==> config.mk <==
export PLATFORM = sky130hd
export DESIGN_NAME = rad_mcp_rx_drain
export DESIGN_NICKNAME = d
export VERILOG_FILES = /design/src/rtl/rad_mcp_rx_pkg.sv /design/src/rtl/rad_mcp_rx_fifo.sv /design/src/rtl/rad_mcp_rx_drain.sv
export SDC_FILE = /design/constraint.sdc
export NUM_CORES = 1
export LEC_CHECK = 0
export ABC_CLOCK_PERIOD_IN_PS = 2600
export CORE_MARGIN = 2
export CORE_UTILIZATION = 43
export CTS_BUF_LIST = sky130_fd_sc_hd__clkbuf_16
export DETAILED_ROUTE_END_ITERATION = 16
export GPL_ROUTABILITY_DRIVEN = 0
export HOLD_SLACK_MARGIN = 0.1
export PLACE_DENSITY = 0.67
export SYNTH_ARGS = -nofsm -noshare
export SYNTH_HDL_FRONTEND = slang
export SYNTH_SLANG_ARGS = --single-unit
export TNS_END_PERCENT = 5
==> constraint.sdc <==
create_clock -name clk -period 2.6 [get_ports clk]
set_input_delay 0.26 -clock clk [delete_from_list [all_inputs] [get_ports clk]]
set_output_delay 0.26 -clock clk [all_outputs]
set_load 0.01 [all_outputs]
==> images/pdn.png <==
Bar = 20 um. Pins as bars on the die edge.
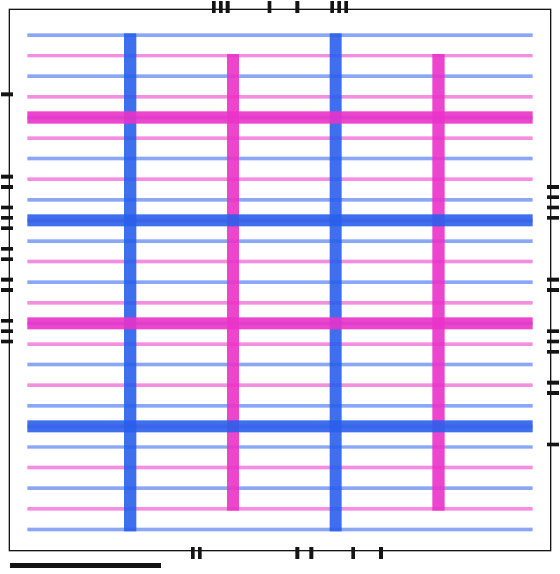
legend:
  VSS:
    color: blue
  VDD:
    color: magenta
met5 straps: 4
met1 rails: 25
signal pins: 39
Core Region: 0.004354 sq mm
die y size: 71.31 um
Max rail drop VDD: 0.0005608 V
width of the die: 71.31 um

==> images/cell_classes.png <==
Bar = 20 um.
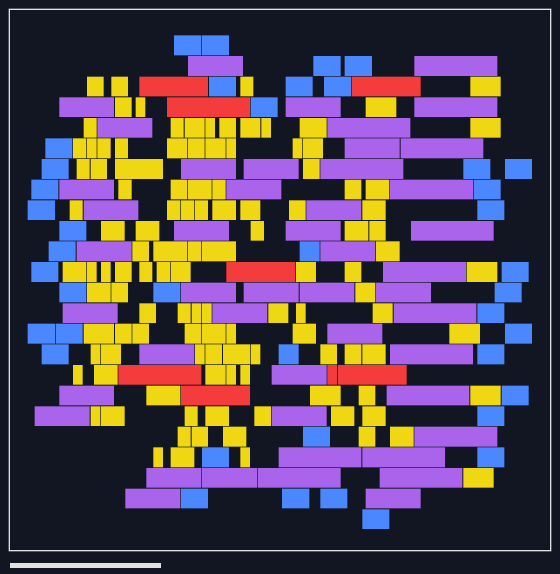
legend:
  other buffers and delay cells:
    color: blue
    cells: 40
    share_of_their_area: 16%
  flops:
    color: purple
    cells: 47
    share_of_their_area: 44%
  clock drivers and dummy loads:
    color: red
    cells: 8
    share_of_their_area: 7.6%
  all other logic:
    color: yellow
    cells: 116
    share_of_their_area: 32%
Seq area share: 43.18%
row count: 24
Final Util: 58.56%

==> images/clock_map.png <==
Bar = 20 um.
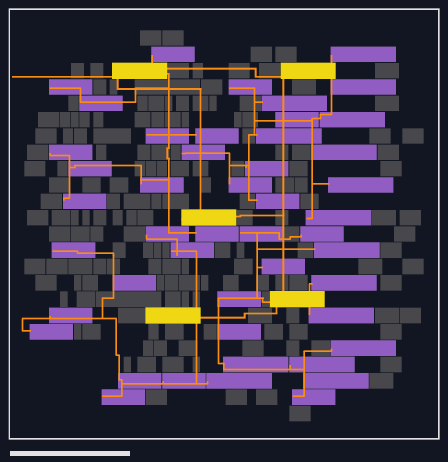
legend:
  flip-flops:
    color: purple
    count: 47
  cells driving clock nets:
    color: yellow
    count: 5
  clock wires:
    color: orange
    length: 554 um
flops lie: spread over the die
clk pwr: 807 uW
clock network power share: 45.2%
Late-Pin Clk Latency: 0.28 ns
clk_skew: 0.003181 ns

==> images/metal_stack.png <==
Only two layers are drawn.
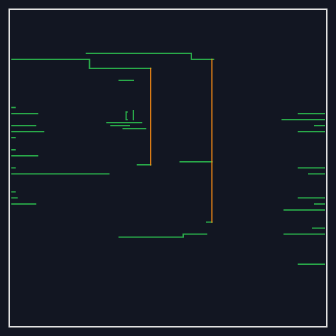
legend:
  met4:
    color: orange
    wire_length: 58.5 um
  met3:
    color: green
    wire_length: 242 um
Tot GR Track Use: 16.37%
DR WL/cell: 14.54 um
Post-Route WL: 3.823 mm

==> images/final_placement.png <==
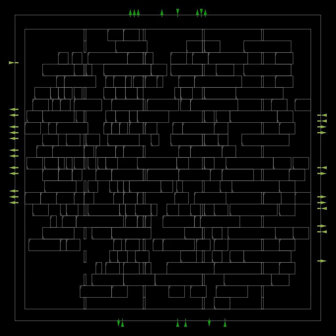
fill count: 333
seq_cells: 47
Finished Layout Cells: 263
n_taps: 52

==> qor.csv <==
metric,value,unit
status,completed,
Leak,0.0009113,uW
tool warnings,26,
IO Port Bufs,38,
die area,0.005085,sq mm
YS chip area,0.001948,sq mm
Syn Area/Cell,11.46,sq um
Floorplan Nets,184,
final hold vios,0,
root buffer cell,clkbuf_16,
First-pass DRT Iterations,5,
RSZ-0062 raised after global routing,no,
initial antenna violation count,0,
data required time of the worst path,2.34,ns
"Seq share, synth",56.52,%
Ant. Diodes,0,
Clock transition at path regs,0.06,ns
Synth flops,47,
Tcrit/Tclk final,82.27,%
number of global-route vias before repair,1414,
CTS tree,built,
Gate power share,9.1,%
Net Sw Power,354.4,uW
Cell Int Power,1432,uW
area added between synthesis and finish,30.89,%
CTS buffer count,5,
vias,1379,
largest delay contributor family on the critical path,simple AND/OR/NAND/NOR gates,
Ys Warns,0,
post-synth top area cell,dfxtp_1,
Final Setup Violations,0,
"EDFF count, synth",16,
Final ANT Viol Nets,0,
Startpoint Class,flip-flop,
CTS sink count,47,
fmax,0.4675,GHz
floorplan utilization,44.74,%
final net count,224,
first-pass GRT wire length,6.479,mm
Seq pwr share,45.7,%
Yosys top cell area share,31.86,%
Comb area,784.5,sq um
Worst setup EP type,output pin,
Worst EP arrival,1.88,ns
Post-CTS Repair Setup Buffers,0,
layout cells sized above 1,11.85,%
# DRC,0,
Worst Hold Class,flip-flop to flip-flop,
fin crit period,2.139,ns
CP max-delay cell,clkdlybuf4s50_1,
power density cells,700.5,mW/mm^2
Clock Tree Buf Depth,2,
max-cap check violation count,0,
crit path kind,flip-flop to output pin,
ys async rst share,0,%
CTS resizes,0,
critical path depth,3,
Register Area,0.001101,sq mm
pins over their slew limit,0,
hold path cells,2,
R2R Setup Slk,0.57,ns
yosys stat cell total,170,
reg2reg path depth,6,
Worst Tran Pin Value,0.5082,ns
Synth Flop Type,dfxtp_1,
Mapped Area,0.001948,sq mm
Sw Share,19.84,%
Slew headroom,66.09,%
post-DP HPWL,2.616,mm
Largest cells by area,"dfxtp_1 (32%), edfxtp_1 (25%), xor2_1 (6.3%), mux2_2 (4.6%), and2_1 (3.5%)",
Crit path buffers/inverters,1,
crit path max fanout,11,
Iteration-0 DRC Markers,60,
Total Neg Setup Slack,0,ns
Unique masters post-synth,37,
CP Cell Sequence,"nand2b_1, and2_2, clkdlybuf4s50_1",
routed vias/inst,5.243,
Syn Inst Count,170,
Max stage delay on crit path,0.56,ns
cell families (layout without fill, tap and decap cells):
| family | count (synthesis) | count (layout) | share of synthesized area (%) |
|---|---|---|---|
| AND-OR/OR-AND | 22 | 22 | 6.679 |
| XOR/XNOR | 17 | 17 | 7.643 |
| adder cells (fa/ha/maj) | 2 | 2 | 1.284 |
| buffers and inverters | 11 | 52 | 3.211 |
| flip-flops | 47 | 47 | 56.52 |
| multiplexers | 10 | 10 | 5.652 |
| AND/OR/NAND/NOR | 61 | 61 | 19.01 |
layout by cell type, fill, tap and decap left out:
master / count
clkdlybuf4s50_1: 38
dfxtp_1: 31
edfxtp_1: 16
xor2_1: 14
and2_1: 11
nor2_1: 9
mux2_2: 8
nand2_1: 8
a21oi_1: 8
o21ai_0: 7
or3_1: 6
inv_1: 5
nand3_1: 5
clkbuf_16: 5
nand4_1: 4
nor4_1: 3
xnor2_1: 3
and2_2: 2
o21a_1: 2
and3_2: 2
mux2i_1: 2
or2b_1: 2
o31ai_1: 2
or4_1: 2
ha_1: 2
bufinv_16: 2
buf_4: 2
and2_4: 1
nand2b_1: 1
and4_4: 1
and3_1: 1
and4_1: 1
a211oi_1: 1
nand3_4: 1
nand4_2: 1
o311ai_0: 1
o41ai_1: 1
worst min-delay path, stage by stage, from the launching register on:
cell	delay, ns
dfxtp_1	0.32
nand2_1	0.05
mux2i_1	0.05
power groups by stage:
stage	clock network (uW)	registers, uW	logic [uW]
2_1_floorplan	0	826	93.9
3_3_place_gp	0	831	161
3_5_place_dp	0	833	164
4_1_cts	815	818	166
5_1_grt	851	822	178
6_report	807	817	163
Yosys cell counts (5+ instances only):
library cell	number
nand2_1	8
dfxtp_1	31
edfxtp_1	16
a21oi_1	8
nor2_1	9
and2_1	11
xor2_1	14
or3_1	6
mux2_2	8
nand3_1	5
o21ai_0	7
metal layers:
| layer | GRT usage (%) | part of all wire (%) | vias to the layer above |
|---|---|---|---|
| met4 | 5.870 | 1.5 | 0 |
| met2 | 27.37 | 49 | 43 |
| met1 | 19.33 | 43 | 648 |
| li1 | - | - | 683 |
| met3 | 6.048 | 6.3 | 5 |
| met5 | 0 | 0 | - |
metrics by stage:
step | instances | worst slack, ns | hold slack [ns] | cell area (sq um) | power [uW]
6_report | 263 | 0.4611 | 0.4718 | 2550 | 1786
5_1_grt | 263 | 0.3644 | 0.5032 | 2550 | 1850
3_5_place_dp | 255 | 0.4110 | 0.4696 | 2361 | 997.1
2_1_floorplan | 170 | 0.7717 | 0.3589 | 1948 | 919.7
4_1_cts | 263 | 0.4476 | 0.4780 | 2550 | 1799
3_3_place_gp | 255 | 0.4609 | 0.4668 | 2361 | 991.4
cell type report:
class	instances	share of cell area, %
Clock buffer	5	4.907
Clock inverter	3	2.502
Inverter	4	0.5888
Multi-Input combinational cell	112	30.77
Sequential cell	47	43.18
Tap cell	52	2.552
Timing Repair Buffer	40	15.51
Power is estimated from default activity; no workload was simulated.
